Figure 1. Where the registers sit (run 1).
Bar = 20 um. Other sequential cells in the stronger grey, the rest of the logic in the fainter grey.
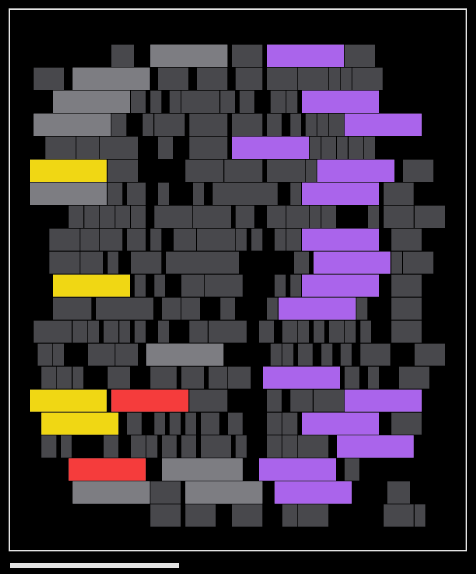
Figure 2. Signal wires by layer (run 1).
Bar = 20 um. Two of the layers only.
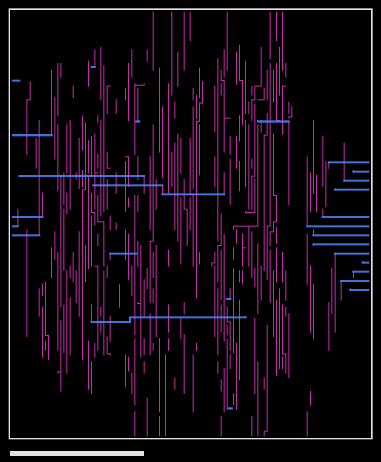
Figure 3. Clock wiring as the flow saved it (run 1).
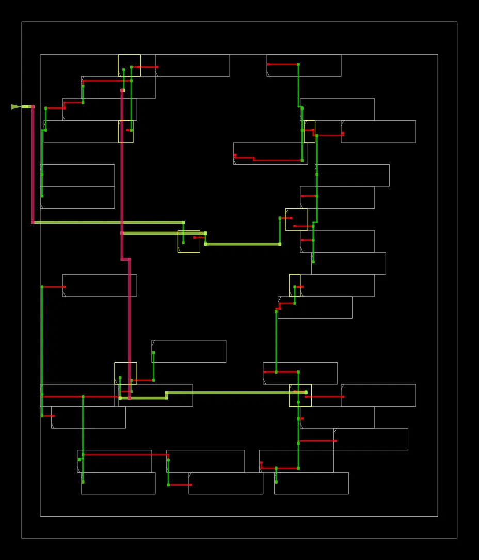
**src/rtl/alu_mux_controller_pkg.sv**
```systemverilog
// Shared types and widths for the ALU result-multiplexer sequencing controller.
package alu_mux_controller_pkg;

  localparam int unsigned SelW     = 2;
  localparam int unsigned MW       = 4;
  localparam int unsigned NumCodes = 1 << SelW;
  localparam int unsigned ResW     = MW * NumCodes;
  localparam int unsigned CntW     = 4;

  typedef enum logic [1:0] {
    StIdle,
    StDrive,
    StRespond
  } state_e;

endpackage

```
**src/rtl/alu_mux_controller.sv**
```systemverilog
// Steps the multiplexer select through one code or a full sweep, waits a settle window per
// code, captures the returned nibble and hands the packed result out over valid/ready.
module alu_mux_controller
  import alu_mux_controller_pkg::*;
#(
  parameter int unsigned SETTLE_CYCLES = 1
) (
  input  logic            clk,
  input  logic            rst,
  input  logic            reqValid,
  output logic            reqReady,
  input  logic            reqSweep,
  input  logic [SelW-1:0] reqSel,
  output logic [SelW-1:0] selMUX,
  input  logic [MW-1:0]   M,
  output logic            resValid,
  input  logic            resReady,
  output logic [ResW-1:0] result,
  output logic [NumCodes-1:0] resMask
);

  if (SETTLE_CYCLES < 1 || SETTLE_CYCLES > 15) begin : g_bad_settle
    $error("SETTLE_CYCLES must be in 1..15");
  end

  localparam logic [CntW-1:0] CntInit = CntW'(SETTLE_CYCLES - 1);
  localparam logic [SelW-1:0] SelLast = '1;

  state_e                state_q, state_d;
  logic [SelW-1:0]       sel_q, sel_d;
  logic [CntW-1:0]       cnt_q, cnt_d;
  logic                  sweep_q, sweep_d;
  logic [ResW-1:0]       result_q, result_d;
  logic [NumCodes-1:0]   mask_q, mask_d;
  logic                  res_valid_q, res_valid_d;
  logic                  req_ready_q, req_ready_d;

  always_comb begin
    state_d     = state_q;
    sel_d       = sel_q;
    cnt_d       = cnt_q;
    sweep_d     = sweep_q;
    result_d    = result_q;
    mask_d      = mask_q;
    res_valid_d = res_valid_q;
    req_ready_d = req_ready_q;
    unique case (state_q)
      StIdle: begin
        if (reqValid) begin
          state_d     = StDrive;
          sel_d       = reqSweep ? '0 : reqSel;
          sweep_d     = reqSweep;
          result_d    = '0;
          mask_d      = '0;
          cnt_d       = CntInit;
          req_ready_d = 1'b0;
        end
      end
      StDrive: begin
        if (cnt_q == '0) begin
          result_d[{sel_q, 2'b00} +: MW] = M;
          mask_d[sel_q]                  = 1'b1;
          // Sweeps stop at the last code rather than wrapping.
          if (sweep_q && sel_q != SelLast) begin
            sel_d = sel_q + 2'd1;
            cnt_d = CntInit;
          end else begin
            state_d     = StRespond;
            res_valid_d = 1'b1;
          end
        end else begin
          cnt_d = cnt_q - 4'd1;
        end
      end
      StRespond: begin
        if (resReady) begin
          state_d     = StIdle;
          res_valid_d = 1'b0;
          req_ready_d = 1'b1;
        end
      end
      default: begin
        state_d     = StIdle;
        res_valid_d = 1'b0;
        req_ready_d = 1'b1;
      end
    endcase
  end

  always_ff @(posedge clk or posedge rst) begin
    if (rst) begin
      state_q     <= StIdle;
      sel_q       <= '0;
      cnt_q       <= '0;
      sweep_q     <= 1'b0;
      result_q    <= '0;
      mask_q      <= '0;
      res_valid_q <= 1'b0;
      req_ready_q <= 1'b1;
    end else begin
      state_q     <= state_d;
      sel_q       <= sel_d;
      cnt_q       <= cnt_d;
      sweep_q     <= sweep_d;
      result_q    <= result_d;
      mask_q      <= mask_d;
      res_valid_q <= res_valid_d;
      req_ready_q <= req_ready_d;
    end
  end

  assign reqReady = req_ready_q;
  assign resValid = res_valid_q;
  assign selMUX   = sel_q;
  assign result   = result_q;
  assign resMask  = mask_q;

endmodule

```
**config.mk**
```make
export PLATFORM = sky130hd
export DESIGN_NAME = alu_mux_controller
export DESIGN_NICKNAME = d
export VERILOG_FILES = /design/src/rtl/alu_mux_controller_pkg.sv /design/src/rtl/alu_mux_controller.sv
export SDC_FILE = /design/constraint.sdc
export NUM_CORES = 1
export LEC_CHECK = 0
export ABC_AREA = 0
export CAP_MARGIN = 15
export CORE_ASPECT_RATIO = 1.2
export CORE_MARGIN = 2
export CORE_UTILIZATION = 54
export DETAILED_ROUTE_END_ITERATION = 16
export PLACE_DENSITY = 0.84
export SLEW_MARGIN = 20
export SYNTH_ARGS = -nofsm -noshare
export SYNTH_HDL_FRONTEND = slang
export SYNTH_SLANG_ARGS = --single-unit
```
**constraint.sdc**
```tcl
create_clock -name clk -period 2.65 [get_ports clk]
set_clock_uncertainty 0.05 [all_clocks]
set_input_delay 0.53 -clock clk [delete_from_list [all_inputs] [get_ports clk]]
set_output_delay 0.53 -clock clk [all_outputs]
set_load 0.05 [all_outputs]
```
==> summary.txt, run 1 <==
The full implementation flow was run.

In the layout the commonest cells are 36 x nand2_1, 34 x clkdlybuf4s50_1, 30 x dfrtp_1. For the worst-skew pair, the clock arrives at the later sink with an insertion delay of 0.33 ns. The wire-length estimate of the detail-placed layout is 2.62 mm. In the layout the tool counted multi-input logic cells amounting to 125. The routed length on met1 stands at 1.30 mm. The power per cell area stands at 1100 nW/um^2. The cell total after placement stands at 234.

From left edge to right edge, the die measures 53.9 um. The combinational share of cell area stands at 38.4%. For this block, the via count after detailed routing is 1305. Per the hold report, the tightest min-delay path originates at reqReady$_DFFE_PP1P_. According to the floorplan report, the placeable core area is 2810 um^2. The via density per instance stands at 5.39. The STA report counts the stages on the worst setup path as 1. The post-synthesis cell count from yosys stands at 166.

Setup repair after global routing left no endpoint under its margin. The post-detailed-route DRC marker count stands at 0. The clock network accounts for 11.3% of the total power. The met2 track demand over resource in global routing stands at 41.2%. The hold-critical path depth stands at 2. By area the synthesized netlist is led by dfrtp_1 46%, nand2_1 8.4%, ha_1 7.7%, o21ai_0 6.8%, a21oi_1 2.8%. Measured along the y axis, the die boundary spans 63.9 um. The flip-flop and latch count after synthesis stands at 31.

The most critical hold endpoint after final layout shows a slack of 0.416 ns. Per the detail_route log, met3 wirelength is 150 um. The total iterations of the first detailed-routing run stands at 4. The count of flip-flops with a built-in enable after synthesis stands at 0. The area taken by sequential standard cells is reported as 777 um^2. The final net count stands at 228. The buffering overhead stands at 17.8%. After clock tree synthesis, the setup repair step added 0 buffers. The simple-gate portion of the synthesized area stands at 25.8%. The required time reported for the critical path endpoint stands at 2.07 ns.

The worst setup path is launched from a register. OpenSTA lists the critical path endpoint as selMUX[0]. After clock tree synthesis, the flow added hold-fix buffers numbering 0. In this run the cell area of the synthesized design comes to 1620 um^2. Per the detail_route report, routed wire per instance is 13.8 um. The non-clock buffer instance count of the final layout stands at 37. Per the finish-stage timing summary, setup violations number 0. The met3 demand-to-capacity share in global routing stands at 5.61%. The launch point of the critical path was reported as selMUX[0]$_DFFE_PP0P_. In this design, the largest share of critical-path delay is due to buffers and inverters. The number of warnings reported in the stage logs is 34. The data arrival at the endpoint of the critical path stands at 1.84 ns. The run finished with clean final reports. Counting the fill cells in the layout gives 217. The minimum setup slack in the final design stands at 0.234 ns.

Global routing used 26.8% of the available met1 tracks. The netlist uses 34 different library cells. Listed in order, past its start point the critical path passes clkdlybuf4s50_1. The sum of overflow across all layers after global routing stands at 0. The worst slack after detailed placement stands at 0.503 ns.

The remaining antenna violation count stands at 0. At the end of routability-driven placement, the weighted congestion stood at 0.852. For reference, the post-synthesis area per instance comes to 9.73 um^2.
Notes on Figure 1 above:
Key: `cnt_q` = yellow [placed flops 4]; `result` = purple [placed flops 16]; `state_q` = red [placed flops 2]
Another 9 sequential cells are not coloured.
share of the core filled with cells: 72.7%
sequential power: 0.746 mW

Notes on Figure 2 above:
Key: metal 3 = blue [wire length 151 um]; metal 2 = magenta [wire length 1800 um]
total routed wirelength: 3.34 mm
GRT Resource Usage Total: 23.7%

Notes on Figure 3 above:
count of flip-flops and latches: 31
clock buffer count: 7

Figure 4. Placed cells, one colour a class (run 1).
Fill, decap, tap and diode cells in grey.
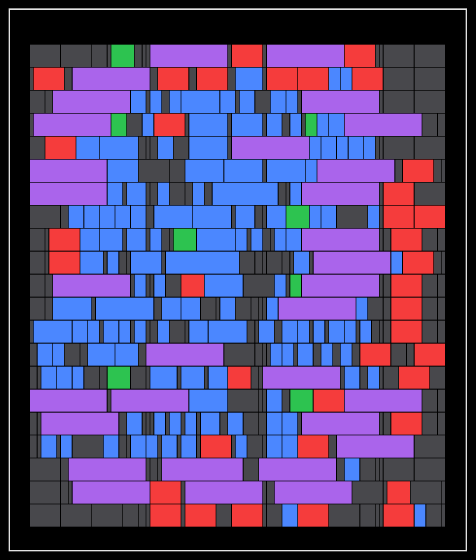

==> inputs of run 2 (changes only) <==
--- a/config.mk
+++ b/config.mk
@@ -9,9 +9,8 @@
 export CAP_MARGIN = 15
 export CORE_ASPECT_RATIO = 1.2
 export CORE_MARGIN = 2
-export CORE_UTILIZATION = 54
+export CORE_UTILIZATION = 23
 export DETAILED_ROUTE_END_ITERATION = 16
-export PLACE_DENSITY = 0.84
 export SLEW_MARGIN = 20
 export SYNTH_ARGS = -nofsm -noshare
 export SYNTH_HDL_FRONTEND = slang
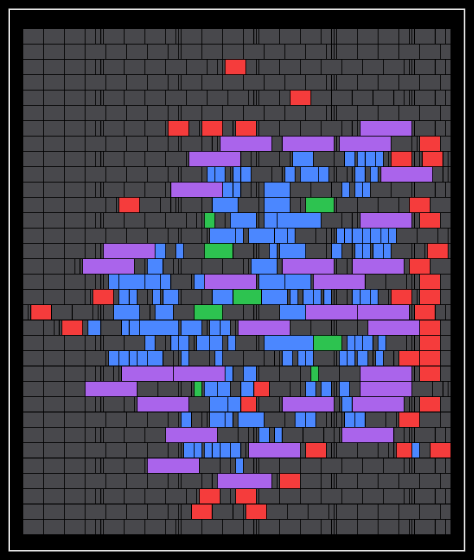
Figure 5: run 2, placed cells, one colour a class.
Fill, decap, tap and diode cells in grey.
Key: remaining buffers and delay cells = red [cells 37, share of their area 18%]; combinational and other logic = blue [cells 132, share of their area 40%]; sequential cells = purple [cells 31, share of their area 38%]; clock drivers and dummy loads = green [cells 8, share of their area 4.0%]
core outline area: 6810 um^2
proportion of cell area occupied by registers: 36.3%
share of the core filled with cells: 31.4%

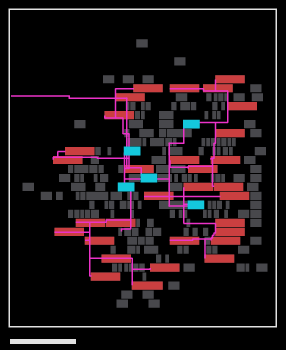
Figure 6: run 2, clock network drawn from the DEF.
Bar = 20 um.
Key: clock wires = magenta [length 436 um]; flip-flops = red [count 31]; clock drivers = cyan [count 5]
There are 6 routed clock nets.
clock latency reported for the late side of the worst-skew pair: 0.28 ns
clock network power consumption: 0.350 mW
clock share of power: 15.0%

==> run 2 against run 1 <==
Combinational power about the same. Count of clock-buffer cells in the layout unchanged. Sequential share of layout area decreased by 1.7 points. Synthesized area did not move. Design area grew 4.8%. Sequential power is essentially flat. Synthesized cell count unchanged. Via count is 3.8% lower. Critical path depth did not move. First-iteration DRC count down 21%. Clock power increased by 38%.
==> summary.txt, run 2 <==
The full implementation flow was run.

The combinational share of cell area stands at 36.6% (-1.8 points). The worst setup path is launched from a register. The capture point of the critical path was reported as selMUX[0]. The remaining antenna violation count was 0 (unchanged).

The register with the most flip-flops in the layout has 16 of them. The flip-flop and latch count after synthesis stands at 31 (unchanged). The routed length on met1 came to 1.58 mm (+21%).

The cell total after placement stands at 287 (+23%). The post-detailed-route DRC marker count stands at 0 (unchanged). The post-synthesis cell count from yosys is 166 (unchanged). The count of flip-flops with a built-in enable after synthesis was 0 (unchanged).

The post-cts hold buffer count stands at 0 (unchanged). The multi-input combinational gate total is 125 (unchanged). The buffering overhead came to 16.9% (-0.81 points). The run finished with clean final reports. The via density per instance stands at 4.25 (-21%).

The final hold slack was 0.411 ns (-0.00521 ns). The average instance area after synthesis was 9.73 um^2 (unchanged). The startpoint identified for the worst hold timing path is reqReady$_DFFE_PP1P_. The report lists the cells along the critical path as clkdlybuf4s50_1. The final net count stands at 228 (unchanged).

The width of the chip stands at 80.5 um (+49%). The summed instance area of the synthesized netlist stands at 1620 um^2 (unchanged). The hold-critical path depth is 2 (unchanged).

Setup repair after global routing left no endpoint under its margin. The vertical die dimension was 95.8 um (+50%). The met1 track utilization from global routing came to 11.7% (-15 points). The area taken by flip-flops and latches was 777 um^2 (unchanged).

The met3 layer wire length in the routed design stands at 200 um (+33%). The simple-gate portion of the synthesized area stands at 25.8% (unchanged). The data arrival at the endpoint of the critical path stands at 1.80 ns (-0.04 ns). The power per cell area stands at 1090 nW/um^2 (-0.35%). Ranked by total cell area, the synthesized netlist is headed by dfrtp_1 46%, nand2_1 8.4%, ha_1 7.7%, o21ai_0 6.8%, a21oi_1 2.8%.

The library cells used most frequently in the layout, excluding fill and tap cells, are 36 x nand2_1, 34 x clkdlybuf4s50_1, 30 x dfrtp_1. The final sequential cell count stands at 31 (unchanged). The worst slack after detailed placement stands at 0.428 ns (-0.0756 ns). The post-CTS setup repair buffer count stands at 0 (unchanged). Per STA, the startpoint of the critical path is selMUX[0]$_DFFE_PP0P_. The total tool warning count came to 34 (unchanged).

The non-clock buffer instance count of the final layout came to 37 (unchanged). The number of stages on the worst setup path is 1 (unchanged). The met2 track demand over resource in global routing stands at 17.4% (-24 points). OpenROAD reports that the post-layout worst path occupies 89.8% of the period.

The sum of overflow across all layers after global routing stands at 0 (unchanged). The timing report attributes the biggest portion of critical-path delay to buffers and inverters. The placed wire-length estimate after detailed placement was 2.69 mm (+2.5%). The number of library cell types mapped by synthesis is 34 (unchanged).

The total iterations of the first detailed-routing run stands at 4 (unchanged). The met3 demand-to-capacity share in global routing is 2.81% (-2.8 points).
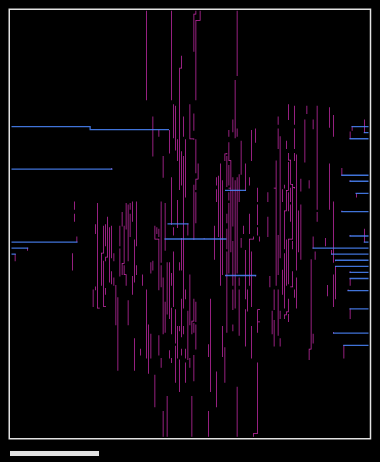
Figure 7: run 2, signal wires by layer.
Bar = 20 um. Two of the layers only.
Key: metal 3 = blue [wire length 201 um]; metal 2 = magenta [wire length 1690 um]
total routed wirelength: 3.51 mm
DR vias: 1255
routed length per placed instance: 11.9 um

Power is estimated from default activity; no workload was simulated.
